## config.mk

```make
export PLATFORM = sky130hd
export DESIGN_NAME = node_port
export DESIGN_NICKNAME = d
export VERILOG_FILES = /design/src/rtl/node_port.sv
export SDC_FILE = /design/constraint.sdc
export NUM_CORES = 1
export LEC_CHECK = 0
export ABC_AREA = 1
export CORE_MARGIN = 2
export CORE_UTILIZATION = 45
export CTS_CLUSTER_DIAMETER = 150
export CTS_CLUSTER_SIZE = 12
export DETAILED_ROUTE_END_ITERATION = 16
export GPL_ROUTABILITY_DRIVEN = 1
export GPL_TIMING_DRIVEN = 0
export PLACE_DENSITY = 0.75
export SYNTH_ARGS = -nofsm -noshare
export SYNTH_HDL_FRONTEND = slang
export SYNTH_SLANG_ARGS = --single-unit
```

## constraint.sdc

```tcl
create_clock -name Clk_R -period 2.1 [get_ports Clk_R]
set_input_delay 0.42 -clock Clk_R [delete_from_list [all_inputs] [get_ports Clk_R]]
set_output_delay 0.42 -clock Clk_R [all_outputs]
set_load 0.05 [all_outputs]
```

## src/rtl/node_port.sv

```systemverilog
// node_port: node-side adapter for the router core's node interface.
// Outbound requests are held and offered to the core until acknowledged;
// inbound packets are buffered in a small FIFO that the node drains.
// Optional offer timeout is compiled in with `define NODE_PORT_TIMEOUT_EN.
module node_port #(
    parameter int unsigned DEPTH          = 4,
    parameter int unsigned TIMEOUT_CYCLES = 255
) (
    input  logic        Clk_R,
    input  logic        Rst_n,
    input  logic        Node_Req_Valid,
    input  logic [28:0] Node_Req_Data,
    output logic        Node_Req_Ready,
    output logic        Packet_From_Node_Valid,
    output logic [28:0] Packet_From_Node,
    input  logic        Core_Load_Ack,
    input  logic        Packet_To_Node_Valid,
    input  logic [23:0] Packet_To_Node,
    output logic        Node_Rsp_Valid,
    output logic [23:0] Node_Rsp_Data,
    input  logic        Node_Rsp_Ready,
    output logic [7:0]  Drop_Count,
    output logic        Tx_Timeout
);

    localparam int unsigned REQ_W  = 29;
    localparam int unsigned RSP_W  = 24;
    localparam int unsigned DROP_W = 8;
    localparam int unsigned PTR_W  = (DEPTH > 1) ? $clog2(DEPTH) : 1;
    localparam int unsigned CNT_W  = PTR_W + 1;

    // Elaboration-time parameter sanity checks
    if ((DEPTH < 2) || ((DEPTH & (DEPTH - 1)) != 0)) begin : g_bad_depth
        $error("node_port: DEPTH must be a power of two and at least 2");
    end
    if ((TIMEOUT_CYCLES < 1) || (TIMEOUT_CYCLES > 255)) begin : g_bad_timeout
        $error("node_port: TIMEOUT_CYCLES must be in 1..255");
    end

    typedef enum logic {
        IDLE  = 1'b0,
        OFFER = 1'b1
    } out_state_t;

    out_state_t state_q;
    out_state_t state_d;
    logic       load_en;
    logic       timeout_fire;

    // ------------------------------------------------------------------
    // Outbound FSM
    // ------------------------------------------------------------------

    // State register
    always_ff @(posedge Clk_R or negedge Rst_n) begin
        if (!Rst_n) begin
            state_q <= IDLE;
        end else begin
            state_q <= state_d;
        end
    end

    // Next-state logic; an ack in the timeout cycle completes normally
    always_comb begin
        state_d = state_q;
        case (state_q)
            IDLE:    if (Node_Req_Valid) state_d = OFFER;
            OFFER:   if (Core_Load_Ack || timeout_fire) state_d = IDLE;
            default: state_d = IDLE;
        endcase
    end

    // Output decode from registered state only
    always_comb begin
        Node_Req_Ready = 1'b0;
        load_en        = 1'b0;
        case (state_q)
            IDLE: begin
                Node_Req_Ready = 1'b1;
                load_en        = Node_Req_Valid;
            end
            default: ;
        endcase
    end

    // Registered offer: valid tracks next state, data captured on acceptance
    always_ff @(posedge Clk_R or negedge Rst_n) begin
        if (!Rst_n) begin
            Packet_From_Node_Valid <= 1'b0;
            Packet_From_Node       <= '0;
        end else begin
            Packet_From_Node_Valid <= (state_d == OFFER);
            if (load_en) begin
                Packet_From_Node <= REQ_W'(Node_Req_Data);
            end
        end
    end

`ifdef NODE_PORT_TIMEOUT_EN
    logic [7:0] wait_q;

    assign timeout_fire = (state_q == OFFER) && !Core_Load_Ack
                          && (wait_q == 8'(TIMEOUT_CYCLES));

    // Offer age counter and registered timeout pulse
    always_ff @(posedge Clk_R or negedge Rst_n) begin
        if (!Rst_n) begin
            wait_q     <= '0;
            Tx_Timeout <= 1'b0;
        end else begin
            Tx_Timeout <= timeout_fire;
            if (load_en) begin
                wait_q <= '0;
            end else if ((state_q == OFFER) && !Core_Load_Ack) begin
                wait_q <= wait_q + 8'd1;
            end
        end
    end
`else
    assign timeout_fire = 1'b0;
    assign Tx_Timeout   = 1'b0;
`endif

    // ------------------------------------------------------------------
    // Inbound FIFO
    // ------------------------------------------------------------------

    logic [RSP_W-1:0] mem [DEPTH];
    logic [PTR_W-1:0] rd_ptr_q;
    logic [PTR_W-1:0] wr_ptr_q;
    logic [CNT_W-1:0] count_q;
    logic             fifo_full;
    logic             pop;
    logic             wr_en;
    logic             drop;

    // Head and valid come straight from registers
    assign Node_Rsp_Valid = (count_q != '0);
    assign Node_Rsp_Data  = mem[rd_ptr_q];

    // Push/pop/drop decisions; a full FIFO still accepts when popping
    always_comb begin
        fifo_full = (count_q == CNT_W'(DEPTH));
        pop       = Node_Rsp_Valid && Node_Rsp_Ready;
        wr_en     = Packet_To_Node_Valid && (!fifo_full || pop);
        drop      = Packet_To_Node_Valid && fifo_full && !pop;
    end

    // Pointers, occupancy and saturating drop counter
    always_ff @(posedge Clk_R or negedge Rst_n) begin
        if (!Rst_n) begin
            rd_ptr_q   <= '0;
            wr_ptr_q   <= '0;
            count_q    <= '0;
            Drop_Count <= '0;
        end else begin
            if (wr_en) begin
                wr_ptr_q <= wr_ptr_q + PTR_W'(1);
            end
            if (pop) begin
                rd_ptr_q <= rd_ptr_q + PTR_W'(1);
            end
            count_q <= count_q + CNT_W'(wr_en) - CNT_W'(pop);
            if (drop && (Drop_Count != {DROP_W{1'b1}})) begin
                Drop_Count <= Drop_Count + DROP_W'(1);
            end
        end
    end

    // Storage array, intentionally not reset
    always_ff @(posedge Clk_R) begin
        if (wr_en) begin
            mem[wr_ptr_q] <= Packet_To_Node;
        end
    end

endmodule

```

Figure 1. Cell density map.
Drawn at 3 px/um. The die is cut into 11 by 11 equal tiles; black is low, pale yellow is high, 0 to 100% covered.
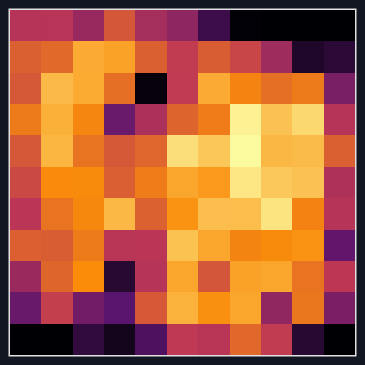
mean over tiles: 57%
tiles over 75% full: 29%
fullest tile: 99%
nearly empty tiles: 6.6%

Figure 2. Register map, names as in the netlist.
Drawn at 3 px/um.
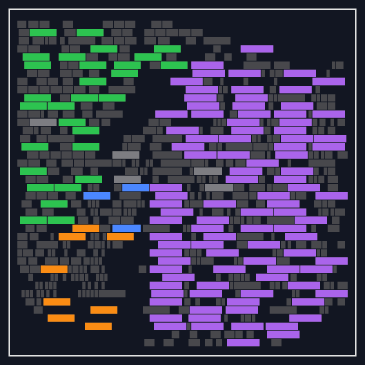
| name in the netlist | colour | sequential cells |
|---|---|---|
| Packet_From_Node | green | 29 |
| mem | purple | 96 |
| Drop_Count | orange | 8 |
| count_q | blue | 3 |
FF+latch area: 4010 um^2
core occupancy in the finished layout: 64.8%

==> flow report <==
===============================================================================
Run status ....................................................... complete, but fails checks
Violated checks .................................................. setup timing
Final period demand of the worst path ............................      2120 ps
Die Width ........................................................       115 um
Wire length on met2 ..............................................      6610 um
Met3 wirelength from detailed routing ............................      1130 um
Final Hold Violation Tally .......................................            0
Worst path setup slack after routing .............................     -19.7 ps
Cell kind with the greatest summed area ..........................    registers
Number of port buffers ...........................................          122
Post-CTS setup buffer count ......................................            3
Crit Path Class .................................................. flop to output port
Area of combinational cells with multiple inputs .................    1430 um^2
Global Route met1 Usage ..........................................        23.3%
Startpoint class of the critical path ............................         flop
Layout-stage area growth over the synthesis result ...............        40.6%
Max VDD drop .....................................................   0.000756 V
Fraction of standard cell area in multi-input logic ..............        18.3%
Area fraction in mux cells .......................................        5.89%
Power of the combinational group .................................      5.48 mW
Xor/xnor share ...................................................       0.790%
Largest cells by area after synthesis ............................ sky130_fd_sc_hd__edfxtp_1 52%, sky130_fd_sc_hd__dfrtp_1 20%, sky130_fd_sc_hd__mux2_2 5.9%, sky130_fd_sc_hd__o21ai_0 4.7%, sky130_fd_sc_hd__nor2_1 4.2%
Net switching share of the total power ...........................        41.8%
Leakage Power ....................................................      3.04 nW
Core footprint ...................................................   12000 um^2
Number of non-clock inverters in the layout ......................           22
Insertion delay of the later-clocked pin in the worst-skew pair ..       420 ps
Unique masters post-synth ........................................           24
Total of endpoints with negative setup slack in the final report .            4
Via/cell ratio ...................................................         5.28
Sequential cell count ............................................          141
Global-route wire length before repair ...........................     19900 um
Capturing element of the worst setup path ........................ Node_Rsp_Data[0]
Number of vias in the routed layout ..............................         3862
Critical path's slowest cell ..................................... sky130_fd_sc_hd__dfrtp_2
Global-route usage over all layers ...............................        20.1%
Global-route layer with the greatest usage .......................         met2
Worst EP required ................................................      1680 ps
===============================================================================
Power and IR drop assume default switching activity.
